**config.mk**
```make
export PLATFORM = sky130hd
export DESIGN_NAME = lif_neuron_scheduler
export DESIGN_NICKNAME = d
export VERILOG_FILES = /design/src/rtl/lif_neuron_scheduler.sv
export SDC_FILE = /design/constraint.sdc
export NUM_CORES = 1
export LEC_CHECK = 0
export CAP_MARGIN = 10
export CORE_MARGIN = 3
export CORE_UTILIZATION = 55
export DETAILED_ROUTE_END_ITERATION = 10
export GPL_TIMING_DRIVEN = 0
export MAX_ROUTING_LAYER = met4
export PLACE_DENSITY = 0.84
export SYNTH_ARGS = -nofsm -noshare
export SYNTH_HDL_FRONTEND = slang
export SYNTH_SLANG_ARGS = --single-unit
```
**constraint.sdc**
```tcl
create_clock -name clk -period 3.65 [get_ports clk]
set_clock_uncertainty 0.05 [all_clocks]
set_input_delay 0.73 -clock clk [delete_from_list [all_inputs] [get_ports clk]]
set_output_delay 0.73 -clock clk [all_outputs]
set_load 0.1 [all_outputs]
```
**src/rtl/lif_neuron_scheduler.sv**
```systemverilog
// lif_neuron_scheduler
//   Time-multiplexes one shared LIF datapath across N_NEURONS virtual neurons.
//   Each neuron keeps its config (w, shift, minus_teta) and state (u, was_spike)
//   in its own lane instance. A timestep request walks every neuron in index
//   order. Each neuron gets a slot of NRN_LAT+1 cycles, and the datapath result
//   is captured on the last cycle of its slot. The spike vector is published
//   on step_done.
//
// Optional feature (macro LIF_SCHED_REFRACTORY_EN, parameter REFRACT_STEPS):
//   Each neuron gets a 3-bit refractory counter that is loaded when it spikes.
//   While the counter is nonzero the neuron's input is forced to 0 and its
//   result is discarded (u=0, no spike). The counter counts down once per
//   timestep.
//
// Ports:
//   clk, reset                          clock, synchronous active-high reset
//   cfg_we/cfg_addr/cfg_w/cfg_shift/    per-neuron config write; accepted only
//   cfg_minus_teta                      when idle
//   step_start, x_in                    timestep request and packed inputs
//   step_busy, step_done, spikes_out    step status and last spike vector
//   nrn_*  (out)                        operands to the shared datapath
//   nrn_u_out, nrn_is_spike (in)        datapath results

module lif_sched_lane #(
  parameter int W_W = 2,
  parameter int U_W = 3
`ifdef LIF_SCHED_REFRACTORY_EN
  , parameter int REFRACT_STEPS = 2
`endif
) (
  input  logic           clk,
  input  logic           reset,
  input  logic           cfg_we,
  input  logic [W_W-1:0] cfg_w,
  input  logic [U_W-1:0] cfg_shift,
  input  logic [U_W-1:0] cfg_minus_teta,
  input  logic           cap_en,
  input  logic [U_W-1:0] cap_u,
  input  logic           cap_spike,
  output logic [W_W-1:0] w,
  output logic [U_W-1:0] shift,
  output logic [U_W-1:0] minus_teta,
  output logic [U_W-1:0] u,
  output logic           was_spike,
  output logic           refr_active
);

`ifdef LIF_SCHED_REFRACTORY_EN
  logic [2:0] refr;
  assign refr_active = (refr != 3'd0);
`else
  assign refr_active = 1'b0;
`endif

  always_ff @(posedge clk) begin
    if (reset) begin
      w          <= W_W'(1);
      shift      <= U_W'(1);
      minus_teta <= U_W'(5);
      u          <= '0;
      was_spike  <= 1'b0;
`ifdef LIF_SCHED_REFRACTORY_EN
      refr       <= 3'd0;
`endif
    end else begin
      if (cfg_we) begin
        w          <= cfg_w;
        shift      <= cfg_shift;
        minus_teta <= cfg_minus_teta;
      end
      if (cap_en) begin
`ifdef LIF_SCHED_REFRACTORY_EN
        if (refr_active) begin
          // A refractory neuron's datapath result is discarded.
          u         <= '0;
          was_spike <= 1'b0;
          refr      <= refr - 3'd1;
        end else begin
          u         <= cap_u;
          was_spike <= cap_spike;
          if (cap_spike) refr <= 3'(REFRACT_STEPS);
        end
`else
        u         <= cap_u;
        was_spike <= cap_spike;
`endif
      end
    end
  end

endmodule

module lif_neuron_scheduler #(
  parameter int N_NEURONS = 4,
  parameter int IDX_W     = 2,
  parameter int X_W       = 2,
  parameter int W_W       = 2,
  parameter int U_W       = 3,
  parameter int NRN_LAT   = 1
`ifdef LIF_SCHED_REFRACTORY_EN
  , parameter int REFRACT_STEPS = 2
`endif
) (
  input  logic                     clk,
  input  logic                     reset,
  input  logic                     cfg_we,
  input  logic [IDX_W-1:0]         cfg_addr,
  input  logic [W_W-1:0]           cfg_w,
  input  logic [U_W-1:0]           cfg_shift,
  input  logic [U_W-1:0]           cfg_minus_teta,
  input  logic                     step_start,
  input  logic [N_NEURONS*X_W-1:0] x_in,
  output logic                     step_busy,
  output logic                     step_done,
  output logic [N_NEURONS-1:0]     spikes_out,
  output logic [W_W-1:0]           nrn_w,
  output logic [X_W-1:0]           nrn_x,
  output logic [U_W-1:0]           nrn_shift,
  output logic [U_W-1:0]           nrn_previus_u,
  output logic [U_W-1:0]           nrn_minus_teta,
  output logic                     nrn_was_spike,
  input  logic [U_W-1:0]           nrn_u_out,
  input  logic                     nrn_is_spike
);

  localparam int LAT_W = (NRN_LAT > 1) ? $clog2(NRN_LAT) : 1;

  typedef enum logic [1:0] {IDLE, ISSUE, WAIT, DONE} state_t;

  state_t                          state;
  logic [IDX_W-1:0]                idx;
  logic [LAT_W-1:0]                wait_cnt;
  logic [N_NEURONS-1:0][X_W-1:0]   x_q;
  logic [N_NEURONS-1:0]            spike_acc;
  logic [N_NEURONS-1:0]            spikes_q;

  logic [N_NEURONS-1:0][W_W-1:0]   w_all;
  logic [N_NEURONS-1:0][U_W-1:0]   shift_all;
  logic [N_NEURONS-1:0][U_W-1:0]   teta_all;
  logic [N_NEURONS-1:0][U_W-1:0]   u_all;
  logic [N_NEURONS-1:0]            was_all;
  logic [N_NEURONS-1:0]            refr_all;

  logic cfg_wr;
  logic slot_last;

  // Config is frozen while a step runs.
  assign cfg_wr = cfg_we && (state == IDLE);

  // Last cycle of the current neuron's slot: the datapath result is valid here.
  assign slot_last = ((state == ISSUE) && (NRN_LAT == 0)) ||
                     ((state == WAIT) && (wait_cnt == LAT_W'(NRN_LAT - 1)));

  // Each lane matches only its own index. An out-of-range cfg_addr
  // therefore hits no lane and the write is dropped.
  for (genvar i = 0; i < N_NEURONS; i++) begin : g_lane
    lif_sched_lane #(
      .W_W(W_W), .U_W(U_W)
`ifdef LIF_SCHED_REFRACTORY_EN
      , .REFRACT_STEPS(REFRACT_STEPS)
`endif
    ) u_lane (
      .clk            (clk),
      .reset          (reset),
      .cfg_we         (cfg_wr && (cfg_addr == IDX_W'(i))),
      .cfg_w          (cfg_w),
      .cfg_shift      (cfg_shift),
      .cfg_minus_teta (cfg_minus_teta),
      .cap_en         (slot_last && (idx == IDX_W'(i))),
      .cap_u          (nrn_u_out),
      .cap_spike      (nrn_is_spike),
      .w              (w_all[i]),
      .shift          (shift_all[i]),
      .minus_teta     (teta_all[i]),
      .u              (u_all[i]),
      .was_spike      (was_all[i]),
      .refr_active    (refr_all[i])
    );
  end

  always_ff @(posedge clk) begin
    if (reset) begin
      state     <= IDLE;
      idx       <= '0;
      wait_cnt  <= '0;
      x_q       <= '0;
      spike_acc <= '0;
      spikes_q  <= '0;
    end else begin
      case (state)
        IDLE: begin
          if (step_start) begin
            x_q   <= x_in;
            idx   <= '0;
            state <= ISSUE;
          end
        end
        ISSUE: begin
          wait_cnt <= '0;
          if (NRN_LAT != 0) state <= WAIT;
        end
        WAIT: wait_cnt <= wait_cnt + LAT_W'(1);
        DONE: begin
          spikes_q  <= spike_acc;
          spike_acc <= '0;
          state     <= IDLE;
        end
        default: state <= IDLE;
      endcase
      // End of slot takes priority over the per-state defaults above.
      if (slot_last) begin
        spike_acc[idx] <= nrn_is_spike && !refr_all[idx];
        if (idx == IDX_W'(N_NEURONS - 1)) begin
          state <= DONE;
        end else begin
          idx   <= idx + IDX_W'(1);
          state <= ISSUE;
        end
      end
    end
  end

  // Operands are decoded from registered state only, so they stay stable
  // for the whole slot.
  always_comb begin
    nrn_w          = '0;
    nrn_x          = '0;
    nrn_shift      = '0;
    nrn_previus_u  = '0;
    nrn_minus_teta = '0;
    nrn_was_spike  = 1'b0;
    if (state == ISSUE || state == WAIT) begin
      nrn_w          = w_all[idx];
      nrn_x          = refr_all[idx] ? '0 : x_q[idx];
      nrn_shift      = shift_all[idx];
      nrn_previus_u  = u_all[idx];
      nrn_minus_teta = teta_all[idx];
      nrn_was_spike  = was_all[idx];
    end
  end

  assign step_busy  = (state != IDLE);
  assign step_done  = (state == DONE);
  assign spikes_out = spikes_q;

endmodule

```
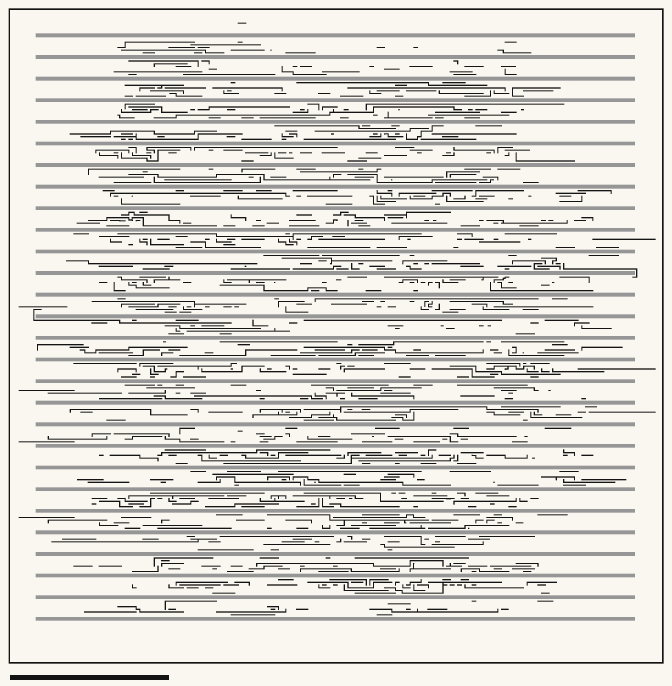
*Metal 1*
The bar under the picture is 20 um long. Supply wires on this layer in grey.
share of all routed wire	44%
main direction	horizontal
wire length on this layer	3360 um
nets with wire on the layer	401
longest straight run	28.1 um
vias after detailed routing: 2738
grt met1 use: 0.351
Total Routed Length: 7680 um

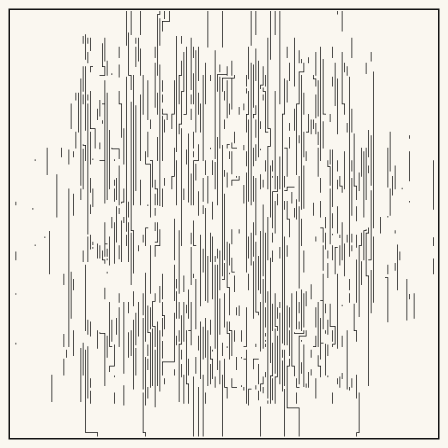
*M2 wires*
share of all routed wire	47%
longest straight run	43.9 um
wire length on this layer	3610 um

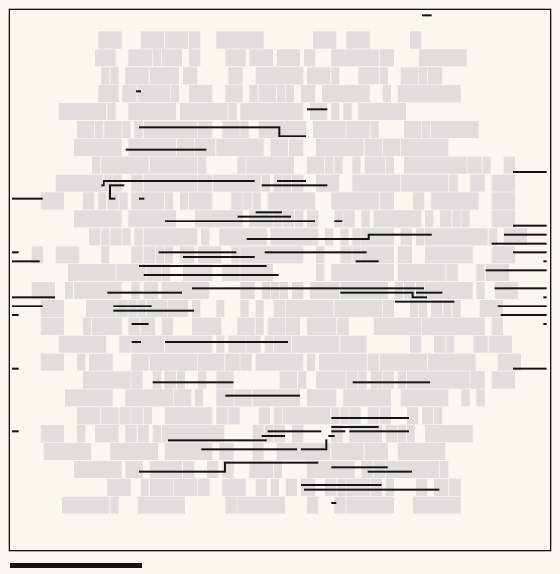
*Met3 routing*
The bar under the picture is 20 um long.
share of all routed wire	8.0%
main direction	horizontal

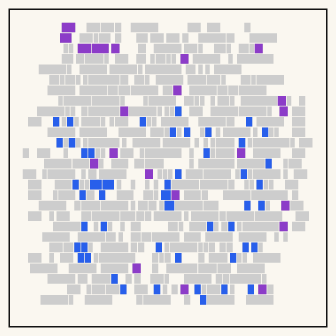
*Gate families picked out*
colour	family	cells	most used
blue	inverting AOI/OAI gates	49	a21oi_1
purple	AND and OR gates	21	and2_1

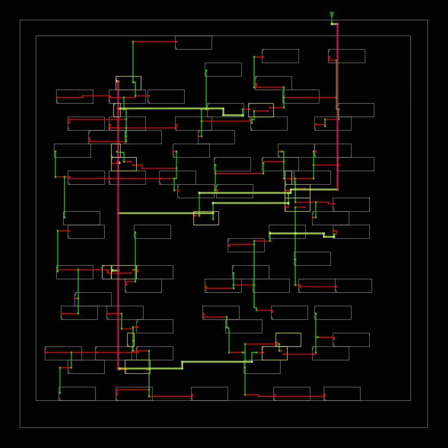
*The clock network*
clock-net power: 527 uW
worst skew pair latency: 340 ps

==> metrics.yaml <==
ff2ff_setup_slack_ps: 1570
most_common_cell: "nand2_1"
grtUsageTotal: 0.267
ys_cells: 345
first_pass_iters: 5
area_leaders: "dfxtp_1, nand2_1, mux4_1"
p_seq_frac: 0.400
p_comb_uw: 725
ff_type: "dfxtp_1"
drc_errors: 0
cts_tree: "built"
cts_buffer_depth: 2
clkPwrFrac: 0.253
synth_cell_types: 31
p_per_area_mw_per_mm2: 546
setup_tns_ps: 0
top_power_group: "sequential cells"
finalCritPeriodShare: 0.951
peakVddDrop_mv: 0.544
grt_max_degree: 11
grt_pass1_wl_um: 12900
cts.sinks: 69
gr-total-overflow: 0
use_met3: 0.0658
antenna_found_initial: 0
warning_count: 33
cts_buffers: 9
post-route-util: 0.690
hold_class: "reg2reg"
root_buffer: "clkbuf_8"
use_met2: 0.401
fp_util: 0.575
p_int_mw: 1.26
drtIter0Drc: 231
fmax_mhz: 288
grt_setup_unrepaired: "false"
hpwl_um: 5230
die-width_um: 82.1
nets: 435
drive_above_1_share: 0.0891
cp-start-kind: "flop"
p_comb_frac: 0.348
startpoint: "idx[0]"
ant_nets: 0
clk_pin_slew_ps: 70
slew_headroom: 0.344
async_reset_ff_frac: 0
ys_area_mm2: 0.00318
r2r_cells: 7
status: "complete, no violations"
cts_max_level: 3
worstPathMaxFanout: 8
yosys.stat.seqShare: 0.434
place_congestion: 0.836
rows: 27
timing.rr.end: "spike_acc[0]"
common_cells: "nand2_1, dfxtp_1, a21oi_1"
wl_per_cell_um: 16.1
synth_area_per_cell_um2: 9.23
switchingPower_uw: 822
hold_viol: 0
netlist_area_mm2: 0.00318
viasPerCell: 5.75
## cell type report
type	count	area (um2)
clock inverter	2	10.0
fill	440	1720
inverter	6	22.5
buffer	23	125
tap	72	90.1
sequential	69	1380
clock buffer	13	149
timing repair buffer	44	390
multi-input combinational	247	1650
## critical path, cell delays in order (launching register included)
cell,delay [ps]
dfxtp_1,370
buf_2,240
mux4_1,590
and2_1,180
clkdlybuf4s50_1,960
## routing by layer
| layer | routed length [um] | up-vias |
|---|---|---|
| met5 | 0 | - |
| met4 | 101 | 0 |
| met3 | 610 | 10 |
| met2 | 3610 | 119 |
| met1 | 3360 | 1302 |
| li1 | - | 1307 |
## what timing repair did
action | CTS | global route
cloned | 0 | 0
buffers inserted | 0 | 0
endpoints found under the setup margin | 10 | 10
gates resized | 10 | 20
## flip-flops by register name (all words and copies together), names as in the netlist, 2 cells and up
register                  flops
x_q                           8
g_lane.u_lane.w               8
g_lane.u_lane.u              12
g_lane.u_lane.shift          12
g_lane.u_lane.minus_teta     12
state                         2
g_lane.u_lane.was_spike       4
idx                           2
spike_acc                     4
spikes_out                    4
## cells by family (layout without fill, tap and decap cells)
logic type / after synthesis / after routing / share of synthesized area
AOI/OAI and AO/OA: 53 / 53 / 0.0920
adders and majority gates: 9 / 9 / 0.0354
buffers and inverters: 29 / 88 / 0.0464
DFF: 69 / 69 / 0.434
muxes: 23 / 23 / 0.138
and+or+nand+nor: 162 / 162 / 0.254
## per-stage QoR
step	setup WS, ps	cell area [um2]	instances	hold slack, ps	power (mW)
after floorplan	1130	3180	345	379	1.39
after global placement	168	3710	461	387	1.58
after detailed placement	97.1	3710	461	395	1.60
after CTS	2.06	3860	476	403	2.09
after global routing	127	3820	476	421	2.19
final	178	3820	476	404	2.09
Power figures rest on the tool's default switching activity, not on a simulated workload.
